[src/rtl/tmu2_pkg.sv]
// Shared definitions for the TMU2 vertex fetch stage: coordinate widths,
// WISHBONE cycle-type codes, vertex word offsets, read sequencing and FSM states.
package tmu2_pkg;

  localparam int TEX_W = 18;
  localparam int DST_W = 12;

  localparam logic [2:0] WB_CTI_CLASSIC = 3'b000;

  // Byte offset of each 32-bit word within an 8-byte vertex record
  localparam logic [3:0] WORD_X_OFS = 4'd0;
  localparam logic [3:0] WORD_Y_OFS = 4'd4;

  // Read slot index: bit2 = row+1, bit1 = col+1, bit0 = Y word
  localparam logic [2:0] RD_FIRST       = 3'd0;
  localparam logic [2:0] RD_REUSE_FIRST = 3'd2;
  localparam logic [2:0] RD_BY          = 3'd3;
  localparam logic [2:0] RD_DX          = 3'd6;
  localparam logic [2:0] RD_LAST        = 3'd7;

  typedef logic signed [TEX_W-1:0] tex_t;
  typedef logic signed [DST_W-1:0] dst_t;

  typedef enum logic [2:0] {
    ST_IDLE,
    ST_FETCH,
    ST_OUTPUT,
    ST_NEXT,
    ST_DONE
  } state_t;

endpackage

[src/rtl/tmu2_fetchvertex_if.sv]
// Memory-side WISHBONE master plus the token bus towards interpolation.
// master = fetch stage, slave = memory/downstream side.
interface tmu2_fetchvertex_if;
  import tmu2_pkg::*;

  logic [31:0] wbm_adr_o;
  logic [2:0]  wbm_cti_o;
  logic        wbm_cyc_o;
  logic        wbm_stb_o;
  logic        wbm_ack_i;
  logic [31:0] wbm_dat_i;

  logic        pipe_stb_o;
  logic        pipe_ack_i;
  tex_t        ax, ay, bx, by, cx, cy, dx, dy;
  dst_t        drx, dry;

  modport master (
    output wbm_adr_o, wbm_cti_o, wbm_cyc_o, wbm_stb_o,
    input  wbm_ack_i, wbm_dat_i,
    output pipe_stb_o,
    input  pipe_ack_i,
    output ax, ay, bx, by, cx, cy, dx, dy, drx, dry
  );

  modport slave (
    input  wbm_adr_o, wbm_cti_o, wbm_cyc_o, wbm_stb_o,
    output wbm_ack_i, wbm_dat_i,
    input  pipe_stb_o,
    output pipe_ack_i,
    input  ax, ay, bx, by, cx, cy, dx, dy, drx, dry
  );

endinterface

[src/rtl/tmu2_fetchvertex_addr.sv]
// Combinational vertex byte-address generator: base + ((row<<stride)+col)*8 + word*4,
// wrapping modulo 2^32.
module tmu2_fetchvertex_addr
  import tmu2_pkg::*;
#(
  parameter int stride_log2 = 7
) (
  input  logic [28:0] vertex_adr,
  input  logic [6:0]  row,
  input  logic [6:0]  col,
  input  logic        word,
  output logic [31:0] adr
);

  logic [31:0] vtx_idx;
  logic [31:0] vtx_ofs;

  always_comb begin
    vtx_idx = ({25'd0, row} << stride_log2) + {25'd0, col};
    vtx_ofs = (vtx_idx << 3) + {28'd0, (word ? WORD_Y_OFS : WORD_X_OFS)};
    adr     = {vertex_adr, 3'b000} + vtx_ofs;
  end

endmodule

[src/rtl/tmu2_fetchvertex.sv]
// Walks the vertex mesh, reads four corners per square over WISHBONE and emits one token per square.
// Optional TMU2_FETCHVERTEX_REUSE_EN: reuse right-hand corners when stepping along a row.
module tmu2_fetchvertex
  import tmu2_pkg::*;
#(
  parameter int stride_log2 = 7
) (
  input  logic              sys_clk,
  input  logic              sys_rst_n,
  input  logic              start,
  output logic              busy,
  input  logic [6:0]        vertex_hlast,
  input  logic [6:0]        vertex_vlast,
  input  logic [28:0]       vertex_adr,
  input  logic [DST_W-1:0]  dst_hoffset,
  input  logic [DST_W-1:0]  dst_voffset,
  input  logic [10:0]       dst_squarew,
  input  logic [10:0]       dst_squareh,
  tmu2_fetchvertex_if.master bus
);

`ifdef TMU2_FETCHVERTEX_REUSE_EN
  localparam bit REUSE_EN = 1'b1;
`else
  localparam bit REUSE_EN = 1'b0;
`endif

  state_t      state, state_nxt;
  logic [6:0]  x, y;
  logic [2:0]  rd_idx;
  logic        reuse;
  tex_t        ax, ay, bx, by, cx, cy, dx, dy;
  dst_t        drx, dry;
  logic        wb_cyc, pipe_stb;

  logic [7:0]  x_inc, y_inc;
  logic        row_more, last_row, mesh_empty;
  logic [6:0]  rd_row, rd_col;
  logic [31:0] rd_adr;
  tex_t        rd_dat;
  logic        unused_dat_hi;

  assign x_inc      = {1'b0, x} + 8'd1;
  assign y_inc      = {1'b0, y} + 8'd1;
  assign row_more   = x_inc < {1'b0, vertex_hlast};
  assign last_row   = y_inc == {1'b0, vertex_vlast};
  assign mesh_empty = (vertex_hlast == 7'd0) || (vertex_vlast == 7'd0);

  assign rd_row        = y + {6'd0, rd_idx[2]};
  assign rd_col        = x + {6'd0, rd_idx[1]};
  assign rd_dat        = bus.wbm_dat_i[TEX_W-1:0];
  assign unused_dat_hi = ^bus.wbm_dat_i[31:TEX_W];

  tmu2_fetchvertex_addr #(
    .stride_log2 (stride_log2)
  ) u_addr (
    .vertex_adr (vertex_adr),
    .row        (rd_row),
    .col        (rd_col),
    .word       (rd_idx[0]),
    .adr        (rd_adr)
  );

  always_ff @(posedge sys_clk or negedge sys_rst_n) begin
    if (!sys_rst_n) state <= ST_IDLE;
    else            state <= state_nxt;
  end

  always_comb begin
    state_nxt = state;
    case (state)
      ST_IDLE:   if (start) state_nxt = mesh_empty ? ST_DONE : ST_FETCH;
      ST_FETCH:  if (bus.wbm_ack_i && rd_idx == RD_LAST) state_nxt = ST_OUTPUT;
      ST_OUTPUT: if (bus.pipe_ack_i) state_nxt = ST_NEXT;
      ST_NEXT:   state_nxt = (!row_more && last_row) ? ST_DONE : ST_FETCH;
      ST_DONE:   state_nxt = ST_IDLE;
      default:   state_nxt = ST_IDLE;
    endcase
  end

  always_comb begin
    busy     = (state != ST_IDLE);
    wb_cyc   = (state == ST_FETCH);
    pipe_stb = (state == ST_OUTPUT);
  end

  always_ff @(posedge sys_clk or negedge sys_rst_n) begin
    if (!sys_rst_n) begin
      x <= '0; y <= '0; rd_idx <= RD_FIRST; reuse <= 1'b0;
      drx <= '0; dry <= '0;
      ax <= '0; ay <= '0; bx <= '0; by <= '0;
      cx <= '0; cy <= '0; dx <= '0; dy <= '0;
    end else begin
      case (state)
        ST_IDLE: if (start) begin
          x <= '0; y <= '0; rd_idx <= RD_FIRST; reuse <= 1'b0;
          drx <= dst_hoffset; dry <= dst_voffset;
        end
        ST_FETCH: if (bus.wbm_ack_i) begin
          case (rd_idx)
            3'd0: ax <= rd_dat;
            3'd1: ay <= rd_dat;
            3'd2: bx <= rd_dat;
            3'd3: by <= rd_dat;
            3'd4: cx <= rd_dat;
            3'd5: cy <= rd_dat;
            3'd6: dx <= rd_dat;
            3'd7: dy <= rd_dat;
          endcase
          // A reused square skips C after fetching B
          rd_idx <= (reuse && rd_idx == RD_BY) ? RD_DX : rd_idx + 3'd1;
        end
        ST_NEXT: begin
          if (row_more) begin
            x   <= x_inc[6:0];
            drx <= drx + {1'b0, dst_squarew};
            if (REUSE_EN) begin
              ax <= bx; ay <= by; cx <= dx; cy <= dy;
              rd_idx <= RD_REUSE_FIRST; reuse <= 1'b1;
            end else begin
              rd_idx <= RD_FIRST; reuse <= 1'b0;
            end
          end else begin
            x <= '0; drx <= dst_hoffset;
            y <= y_inc[6:0]; dry <= dry + {1'b0, dst_squareh};
            rd_idx <= RD_FIRST; reuse <= 1'b0;
          end
        end
        default: ;
      endcase
    end
  end

  assign bus.wbm_adr_o  = wb_cyc ? rd_adr : 32'd0;
  assign bus.wbm_cti_o  = WB_CTI_CLASSIC;
  assign bus.wbm_cyc_o  = wb_cyc;
  assign bus.wbm_stb_o  = wb_cyc;
  assign bus.pipe_stb_o = pipe_stb;
  assign bus.ax = ax; assign bus.ay = ay;
  assign bus.bx = bx; assign bus.by = by;
  assign bus.cx = cx; assign bus.cy = cy;
  assign bus.dx = dx; assign bus.dy = dy;
  assign bus.drx = drx; assign bus.dry = dry;

endmodule

[src/flat_wrapper.sv]
// flat-port wrapper written by rule: the top's interface ports become plain ports
module tmu2_fetchvertex_flat import tmu2_pkg::*;
#(
  parameter int stride_log2 = 7
)
  (sys_clk, sys_rst_n, start, busy, vertex_hlast, vertex_vlast, vertex_adr, dst_hoffset, dst_voffset, dst_squarew, dst_squareh, bus_wbm_adr_o, bus_wbm_cti_o, bus_wbm_cyc_o, bus_wbm_stb_o, bus_wbm_ack_i, bus_wbm_dat_i, bus_pipe_stb_o, bus_pipe_ack_i, bus_ax, bus_ay, bus_bx, bus_by, bus_cx, bus_cy, bus_dx, bus_dy, bus_drx, bus_dry);
  tmu2_fetchvertex_if bus_i ();
  input  logic sys_clk;
  input  logic sys_rst_n;
  input  logic start;
  output logic busy;
  input  logic [6:0] vertex_hlast;
  input  logic [6:0] vertex_vlast;
  input  logic [28:0] vertex_adr;
  input  logic [DST_W-1:0] dst_hoffset;
  input  logic [DST_W-1:0] dst_voffset;
  input  logic [10:0] dst_squarew;
  input  logic [10:0] dst_squareh;
  output wire logic [$bits(bus_i.wbm_adr_o)-1:0] bus_wbm_adr_o;
  output wire logic [$bits(bus_i.wbm_cti_o)-1:0] bus_wbm_cti_o;
  output wire logic [$bits(bus_i.wbm_cyc_o)-1:0] bus_wbm_cyc_o;
  output wire logic [$bits(bus_i.wbm_stb_o)-1:0] bus_wbm_stb_o;
  input wire logic [$bits(bus_i.wbm_ack_i)-1:0] bus_wbm_ack_i;
  input wire logic [$bits(bus_i.wbm_dat_i)-1:0] bus_wbm_dat_i;
  output wire logic [$bits(bus_i.pipe_stb_o)-1:0] bus_pipe_stb_o;
  input wire logic [$bits(bus_i.pipe_ack_i)-1:0] bus_pipe_ack_i;
  output wire logic [$bits(bus_i.ax)-1:0] bus_ax;
  output wire logic [$bits(bus_i.ay)-1:0] bus_ay;
  output wire logic [$bits(bus_i.bx)-1:0] bus_bx;
  output wire logic [$bits(bus_i.by)-1:0] bus_by;
  output wire logic [$bits(bus_i.cx)-1:0] bus_cx;
  output wire logic [$bits(bus_i.cy)-1:0] bus_cy;
  output wire logic [$bits(bus_i.dx)-1:0] bus_dx;
  output wire logic [$bits(bus_i.dy)-1:0] bus_dy;
  output wire logic [$bits(bus_i.drx)-1:0] bus_drx;
  output wire logic [$bits(bus_i.dry)-1:0] bus_dry;
  assign bus_wbm_adr_o = bus_i.wbm_adr_o;
  assign bus_wbm_cti_o = bus_i.wbm_cti_o;
  assign bus_wbm_cyc_o = bus_i.wbm_cyc_o;
  assign bus_wbm_stb_o = bus_i.wbm_stb_o;
  assign bus_i.wbm_ack_i = bus_wbm_ack_i;
  assign bus_i.wbm_dat_i = bus_wbm_dat_i;
  assign bus_pipe_stb_o = bus_i.pipe_stb_o;
  assign bus_i.pipe_ack_i = bus_pipe_ack_i;
  assign bus_ax = bus_i.ax;
  assign bus_ay = bus_i.ay;
  assign bus_bx = bus_i.bx;
  assign bus_by = bus_i.by;
  assign bus_cx = bus_i.cx;
  assign bus_cy = bus_i.cy;
  assign bus_dx = bus_i.dx;
  assign bus_dy = bus_i.dy;
  assign bus_drx = bus_i.drx;
  assign bus_dry = bus_i.dry;
  tmu2_fetchvertex #(.stride_log2(stride_log2)) u_core (.sys_clk(sys_clk), .sys_rst_n(sys_rst_n), .start(start), .busy(busy), .vertex_hlast(vertex_hlast), .vertex_vlast(vertex_vlast), .vertex_adr(vertex_adr), .dst_hoffset(dst_hoffset), .dst_voffset(dst_voffset), .dst_squarew(dst_squarew), .dst_squareh(dst_squareh), .bus(bus_i));
endmodule
[config.mk]
export PLATFORM = sky130hd
export DESIGN_NAME = tmu2_fetchvertex_flat
export DESIGN_NICKNAME = d
export VERILOG_FILES = /design/src/rtl/tmu2_pkg.sv /design/src/rtl/tmu2_fetchvertex_if.sv /design/src/rtl/tmu2_fetchvertex_addr.sv /design/src/rtl/tmu2_fetchvertex.sv /design/src/flat_wrapper.sv
export SDC_FILE = /design/constraint.sdc
export NUM_CORES = 1
export LEC_CHECK = 0
export CAP_MARGIN = 0
export CORE_MARGIN = 1.5
export CORE_UTILIZATION = 43
export DETAILED_ROUTE_END_ITERATION = 7
export PLACE_DENSITY = 0.78
export RECOVER_POWER = 100
export SYNTH_ARGS = -nofsm -noshare
export SYNTH_HDL_FRONTEND = slang
export SYNTH_SLANG_ARGS = --single-unit
[constraint.sdc]
create_clock -name sys_clk -period 4.14 [get_ports sys_clk]
set_input_delay 1.242 -clock sys_clk [delete_from_list [all_inputs] [get_ports sys_clk]]
set_output_delay 1.242 -clock sys_clk [all_outputs]
set_load 0.01 [all_outputs]
### Met1 routing, run 1

Bar = 50 microns. Cells faint in the background.
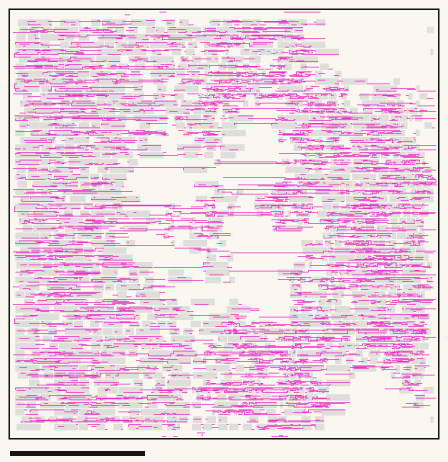
main direction: horizontal
nets with wire on the layer: 1367
share of all routed wire: 39%
longest straight run: 44.4 microns
wire length on this layer: 12800 microns

### The metal 2 layer, run 1

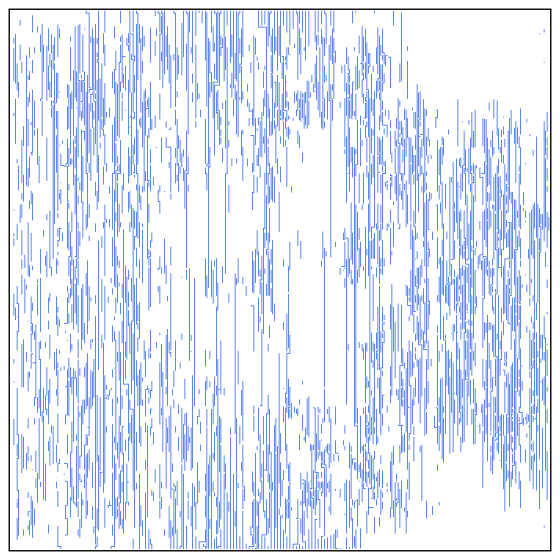
wire length on this layer: 16500 microns
main direction: vertical
longest straight run: 81.6 microns
M2 GR Usage: 0.462
via count: 8906
total length of routed wires: 33300 microns

### M3 wires, run 1

Bar = 50 microns.
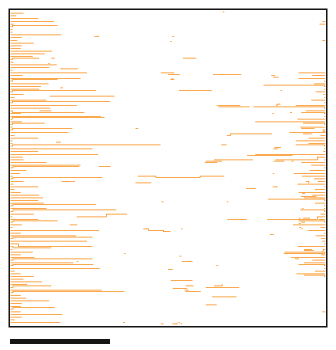
longest straight run: 74.1 microns
wire length on this layer: 3300 microns
nets with wire on the layer: 246
GR Util met3: 0.105

-- run 1: layout by cell type, fill, tap and decap left out, drive strengths merged, types with 4 or more instances in the layout --
| cell | n |
|---|---|
| xnor2 | 31 |
| a22o | 6 |
| o21ai | 55 |
| conb | 5 |
| clkdlybuf4s15 | 4 |
| nand2b | 6 |
| nor2b | 6 |
| a21o | 14 |
| mux2i | 5 |
| or3 | 8 |
| inv | 44 |
| a2bb2oi | 5 |
| o21a | 6 |
| and3 | 10 |
| clkbuf | 20 |
| clkinv | 6 |
| mux2 | 144 |
| nor3 | 12 |
| dlygate4sd2 | 10 |
| o211ai | 7 |
| and2 | 8 |
| xor2 | 20 |
| a22oi | 7 |
| a31oi | 14 |
| a21oi | 42 |
| nand4 | 14 |
| nand3 | 26 |
| buf | 139 |
| nand2 | 61 |
| o31ai | 5 |
| dfrtp | 188 |
| ha | 55 |
| dlygate4sd3 | 169 |
| clkdlybuf4s50 | 98 |
| nor2 | 52 |
| a211oi | 11 |
-- run 1: registers in the layout, summed over array words and instances (netlist names) --
register and flops:
u_core.bus.cy 18, u_core.state 3, u_core.bus.dx 18, u_core.bus.drx 12, u_core.bus.ay 18, u_core.bus.dry 12, u_core.y 7, u_core.bus.ax 18
u_core.x 7, u_core.bus.bx 18, u_core.bus.dy 18, u_core.bus.by 18, u_core.rd_idx 3, u_core.bus.cx 18
-- run 1: final timing paths --
path                            cells past startpoint                 to              from
worst min register to register                      1   u_core.bus.bx[5]  u_core.bus.bx[5]
worst max register to register                     13        u_core.y[2]       u_core.x[0]
worst max-delay path                               10  bus_wbm_adr_o[31]     vertex_adr[1]
min in group asynchronous                           1  u_core.bus.dry[9]         sys_rst_n
worst min-delay path                                1   u_core.bus.bx[5]  u_core.bus.bx[5]
max in group asynchronous                           2  u_core.bus.drx[2]         sys_rst_n
-- run 1: through the flow --
step | worst slack [ns] | power, mW | util | instance area (sq um)
2_1_floorplan | 0.000344 | 5.35 | - | 10400
3_3_place_gp | -1.07 | 7.82 | 0.611 | 14400
3_5_place_dp | -1.09 | 7.96 | 0.611 | 14400
4_1_cts | -0.357 | 9.78 | 0.660 | 15600
5_1_grt | -0.414 | 9.92 | 0.662 | 15600
6_report | -0.353 | 9.39 | 0.662 | 15600
-- run 1: logic make-up after synthesis --
logic type               after synthesis  synth area share
AND-OR/OR-AND                        191             0.121
XOR/XNOR                              51            0.0430
adder cells (fa/ha/maj)               58            0.0721
buffers and inverters                 77            0.0368
flip-flops                           188             0.453
multiplexers                         149             0.161
other                                  1          0.000361
AND/OR/NAND/NOR                      216             0.112
-- run 1: report_power, final --
part	total (mW)	switching, mW	internal [mW]
Clock	1.73	0.881	0.847
Combinational	4.57	2.14	2.43
Sequential	3.08	0.453	2.63
Total	9.39	3.48	5.91
-- run 1: cell type report --
| class | instances | share of cell area |
|---|---|---|
| Timing Repair Buffer | 427 | 0.250 |
| Multi-Input combinational cell | 671 | 0.374 |
| Clock buffer | 17 | 0.0272 |
| Tap cell | 319 | 0.0255 |
| Sequential cell | 188 | 0.301 |
| Inverter | 35 | 0.00856 |
| Clock inverter | 15 | 0.0133 |
==> COMMIT_EDITMSG, run 1 <==
Store results of the implementation flow

- Status: finished, violations left
- The final reports fail on capacitance limit, slew limit, setup timing.
* Core Area: between 0.02 and 0.025 sq mm
- Tool warnings: approximately 47
* Antenna violations before repair: 1
- Global route hottest layer: met2
* Antenna diode count: 0
- Remaining global-route overflow: 0
- Quantity of I/O buffers inserted on ports: 313
* Detail Placement HPWL: ~23000 microns
- Overall die area: around 0.025 sq mm
- The global routing report lists met1 layer usage as 0.284.
- The finished layout holds between 1500 and 2000 standard cells, fillers aside.
- The run reported a max-capacitance violation count of 1.
- In this run the remaining antenna-violating nets after routing total 0.
- Across every metal layer, demand over resource in global routing totals 0.261.
- Die width: ~160 microns
- Pins over their slew limit in the final report were tallied at around 56.
- Clock tree from TritonCTS: built
- Per the skew report, the later register of the worst-skew pair sees a clock latency of roughly 0.44 ns.
- Headroom to the max-slew limit came out at -0.813.
- Per Yosys stat, the portion of area used by sequential elements is 0.453.
* Share of synthesized registers carrying an async set or reset: 1.00
- Cells resized by post-CTS repair: approximately 210
- Pin count of the biggest net entering global routing: between 70 and 80
* Met3 Wirelength: around 3300 microns
- Setup slack on the critical path of the routed design comes to -0.353 ns.
- Leading area contributor after synthesis: dfrtp_1
- Critical path required time: 2.90 ns
- On the critical path, the stage with the largest delay is an instance of or4_4.
- Post-CTS Setup Repair Bufs: 18
* Fill cell count: between 1500 and 2000
- The area taken by sequential standard cells is reported as 0.00471 sq mm.
- Io pins: 333
- Count of flip-flops with a built-in enable after synthesis: 0
- Most used flip-flop cell: dfrtp_1
* Number of global-route vias before repair: a little over 9000
- According to the floorplan report, the die height is about 160 microns.
- The worst setup path is captured at an output port.
- The end-of-flow timing check tallies setup violations at 23.
- Before antenna repair, the detailed router went through 4 iterations.
### Clock nets, run 1

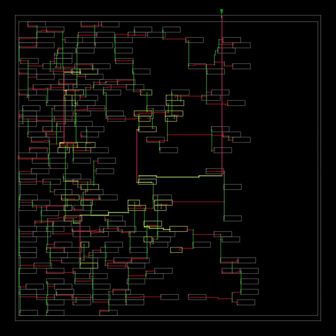

==> run 1 -> run 2 <==
- CORE_ASPECT_RATIO: default -> 1.1
### Clock nets, run 2

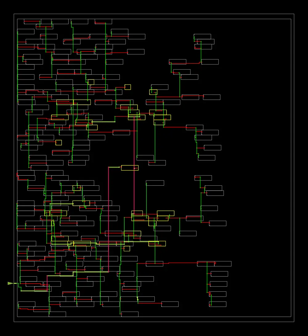
count of clock buffers in the final design: 18
TritonCTS Sinks: 188
clock insertion delay at the later pin of the skew report: 0.43 ns

==> COMMIT_EDITMSG, run 2 <==
Store results of the implementation flow

* Router iterations before antenna repair: 5
- Max capacitance violation total: 1
* Antenna diode count: 0
* Fill cell count: roughly 1800
- Finish-stage setup viols: 24
- The report puts the cell count of the worst reg-to-reg path at 10.
- TritonCTS built the clock tree.
- In this run the tightest slew margin relative to its limit is -0.821.
* Setup WS post-layout: -0.300 ns
- Summing all flip-flop and latch instances after layout gives ~0.0047 sq mm.
- Most common library cell in the layout ignoring fill and taps: dfrtp_1
- Portion of total power attributed to sequential cells: 0.334
- The core region is between 0.02 and 0.025 sq mm.
* Tool warnings: approximately 47
* Placed cell area: roughly 0.014 sq mm
- Detail Placement HPWL: 23000 microns
- STA classifies the critical path endpoint as an output port.
- At the worst endpoint, the required time is roughly 2.9 ns.
- The report gives the cell count of the worst hold path as 1.
- Area of all placed cells without fillers: approximately 0.015 sq mm
- Via count: between 9000 and 10000
- For this run the aggregate overflow at the end of global routing stands at 0.
- Status: finished, violations left
- The buffer_ports step reported a buffer count of roughly 310.
* Net switching fraction of the power: 0.364
- Io pins: 333
- The routed design has between 30000 and 40000 microns of wire.
* Number of global-route vias before repair: approximately 9500
- Of the synthesized area, sequential elements account for 0.453.
- Number of cells in the finished layout apart from fillers: between 1500 and 2000
* Most frequent cells in the layout: dfrtp_1 (187), dlygate4sd3_1 (169), mux2_2 (141)
- Share of synthesized registers carrying an async set or reset: 1.00
* Worst Min Path Start: u_core.bus.bx[6]
- Failing checks: capacitance limit, slew limit, setup timing
- For this run, the leading register cell type out of synthesis is dfrtp_1.
- The share of total power dissipated in combinational logic is 0.488.
* Die width: around 150 microns
- Leading area contributor after synthesis: dfrtp_1
* Total count of max-transition violations in the final report: 51
- The internal power of the cells totals a little under 6 mW.
- Critical Path Start: vertex_adr[4]
[run 2: power groups by stage]
stage               Clock [mW]  Combinational (mW)  Sequential [mW]
finish                    1.64                4.51             3.08
global route              1.75                4.86             3.18
CTS                       1.67                4.83             3.12
detailed placement           0                4.79             3.12
global placement             0                4.72             3.07
floorplan                    0                1.90             3.44
[run 2: cell type report]
type | count | area share
multi-input cells | 671 | 0.377
flip-flops and latches | 188 | 0.305
repair buffers | 411 | 0.246
clock buffers | 18 | 0.0278
well taps | 305 | 0.0248
clock inverters | 14 | 0.0108
inverters | 35 | 0.00869
[run 2: critical path, delay by kind of cell]
family | cells | cell delay [ns]
simple gates | 3 | 0.46
buf+inv | 4 | 0.71
compound gates | 3 | 0.44
fa+ha+maj | 1 | 0.33
[run 2: worst paths after layout]
check | end | slack (ns)
max | bus_wbm_adr_o[18] | -0.30
min | u_core.bus.bx[6] | 0.49
max reg2reg | u_core.y[2] | 0.93
min reg2reg | u_core.bus.bx[6] | 0.49
max in group asynchronous | u_core.bus.ay[16] | 0.56
min in group asynchronous | u_core.bus.dy[4] | 1.67
[run 2: repair_timing]
action | CTS | global route
resized | 220 | 20
buffers inserted | 12 | 3
hold endpoints to repair | 0 | 0
endpoints found under the setup margin | 28 | 25
hold buffers | 0 | 0
pin swaps | 50 | 24
cloned | 1 | 0
[run 2: logic make-up (layout without fill, tap and decap cells)]
group / Yosys count / count (layout) / share of synthesized area
DFF: 188 / 188 / 0.453
xor gates and xnor gates: 51 / 51 / 0.0430
and+or+nand+nor: 216 / 216 / 0.112
adders and majority gates: 58 / 58 / 0.0721
buffers and inverters: 77 / 478 / 0.0368
muxes: 149 / 149 / 0.161
other: 1 / 5 / 0.000361
AOI/OAI and AO/OA: 191 / 192 / 0.121
[run 2: per-layer routing]
| layer | vias up | GRT usage | share of wire |
|---|---|---|---|
| li1 | 4133 | - | - |
| met4 | 2 | 0.0827 | 0.027 |
| met1 | 4484 | 0.286 | 0.37 |
| met3 | 66 | 0.0940 | 0.091 |
| met2 | 352 | 0.459 | 0.51 |
| met5 | - | 0 | 0.00039 |
[run 2: metrics by stage]
stage / power (mW) / setup WS (ns) / util
6_report: 9.23 / -0.300 / 0.650
5_1_grt: 9.79 / -0.389 / 0.650
4_1_cts: 9.62 / -0.278 / 0.651
3_5_place_dp: 7.91 / -1.06 / 0.605
3_3_place_gp: 7.79 / -1.03 / 0.605
2_1_floorplan: 5.35 / 0.000344 / -
### The metal 2 layer, run 2

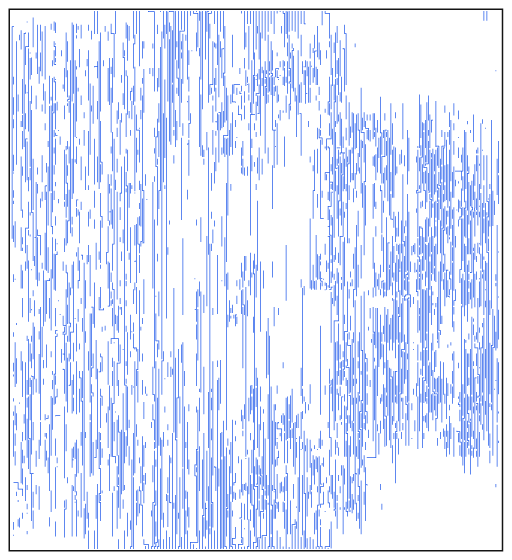

==> run 2 -> run 3 <==
- CORE_MARGIN: 1.5 -> 3
### The metal 2 layer, run 3

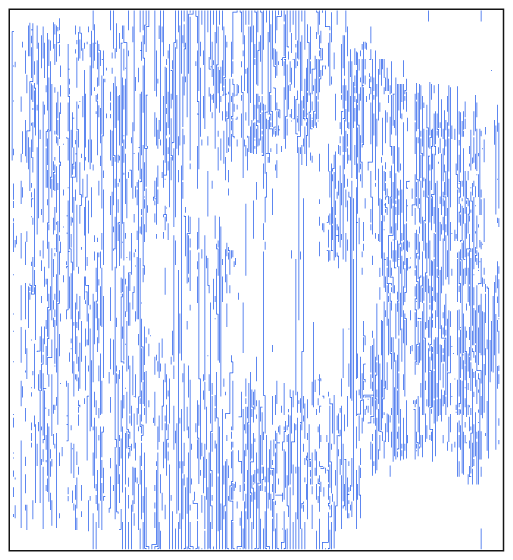
main direction: vertical
wire length on this layer: 17800 microns
longest straight run: 75.5 microns
share of all routed wire: 52%
total length of routed wires: 34100 microns
M2 GR Usage: 0.454
via count: 8941

==> COMMIT_EDITMSG, run 3 <==
Store results of the implementation flow

* Status: finished, violations left
- The final reports fail on capacitance limit, slew limit, setup timing.
- Share of synthesized registers carrying an async set or reset: 1.00
- Io pins: 333
* Combinational fraction of design power: 0.492
- Sort of element at the end of the critical path: output port
- Utilization after layout: 0.658
- Portion of total power attributed to the clock network: 0.177
- Net switching fraction of the power: 0.366
- Internal: slightly below 6 mW
- For this run, the leading register cell type out of synthesis is dfrtp_1.
* Leading area contributor after synthesis: dfrtp_1
- Count of flip-flops with a built-in enable after synthesis: 0
- Number of cells in the finished layout apart from fillers: ~1700
* Worst hold path cell count: 1
- Y dimension of the die: around 170 microns
- Setup WS post-layout: -0.350 ns
- The placement report lists the number of port buffers as around 310.
* Max capacitance violation total: 5
* Finish-stage setup viols: 21
- Summed over all routing layers, the global router reports a total usage of 0.249.
* Total count of max-transition violations in the final report: roughly 180
==> run 3: cell counts after synthesis <==
Identical to the previous run, type by type.
==> run 3: routing by layer <==
layer  global-route usage  wire length, microns
met5                    0                    13
met4               0.0661                   775
met3               0.0926                  2910
met2                0.454                 17800
met1                0.273                 12600
==> run 3: stage by stage <==
stage          hold WS (ns)  setup slack [ns]
6_report              0.493            -0.350
5_1_grt               0.508            -0.385
4_1_cts               0.499            -0.236
3_5_place_dp          0.486             -1.09
3_3_place_gp          0.475             -1.02
2_1_floorplan         0.452          0.000344
==> run 3: area by class of cell <==
class                           count  area, sq um
Clock inverter                     14          163
Timing Repair Buffer              420         3840
Sequential cell                   188         4710
Tap cell                          305          382
Inverter                           35          134
Multi-Input combinational cell    671         5960
Fill cell                        1776         8090
Clock buffer                       17          425
==> run 3: logic make-up after synthesis <==
kind of cell,count (synthesis),share of synthesized area
AND/OR/NAND/NOR,216,0.112
XOR/XNOR,51,0.0430
AND-OR/OR-AND,191,0.121
buffers and inverters,77,0.0368
adder cells (fa/ha/maj),58,0.0721
flip-flops,188,0.453
other,1,0.000361
multiplexers,149,0.161
==> run 3: worst max-delay path, cell delays in order <==
cell and delay (ns):
clkdlybuf4s15_1 0.22, ha_4 0.32, a21o_1 0.19, o2bb2ai_4 0.18, a21oi_4 0.10, a2bb2oi_4 0.16
buf_6 0.13, or4_1 0.42, a21oi_2 0.13, buf_2 0.15
==> run 3: timing repair <==
item,4_1_cts,5_1_grt
buffers inserted,15,2
gates cloned,2,0
pin swaps,50,30
setup endpoints to repair,28,24
resized,218,50
==> run 3: worst paths after layout <==
path / startpoint / endpoint
max in group asynchronous: sys_rst_n / u_core.bus.cy[15]
max: vertex_adr[2] / bus_wbm_adr_o[31]
min: u_core.bus.bx[2] / u_core.bus.bx[2]
max reg2reg: u_core.state[1] / u_core.bus.cx[11]
min reg2reg: u_core.bus.bx[2] / u_core.bus.bx[2]
min in group asynchronous: sys_rst_n / u_core.bus.dy[5]
==> run 3: power by group through the flow <==
stage / clock network, mW / registers, mW / logic, mW
after floorplan: 0 / 3.44 / 1.90
after global placement: 0 / 3.07 / 4.74
after detailed placement: 0 / 3.12 / 4.82
after CTS: 1.67 / 3.12 / 4.87
after global routing: 1.75 / 3.19 / 4.96
final: 1.65 / 3.09 / 4.59
No activity file was given, so power comes from the tool's default toggle rates.
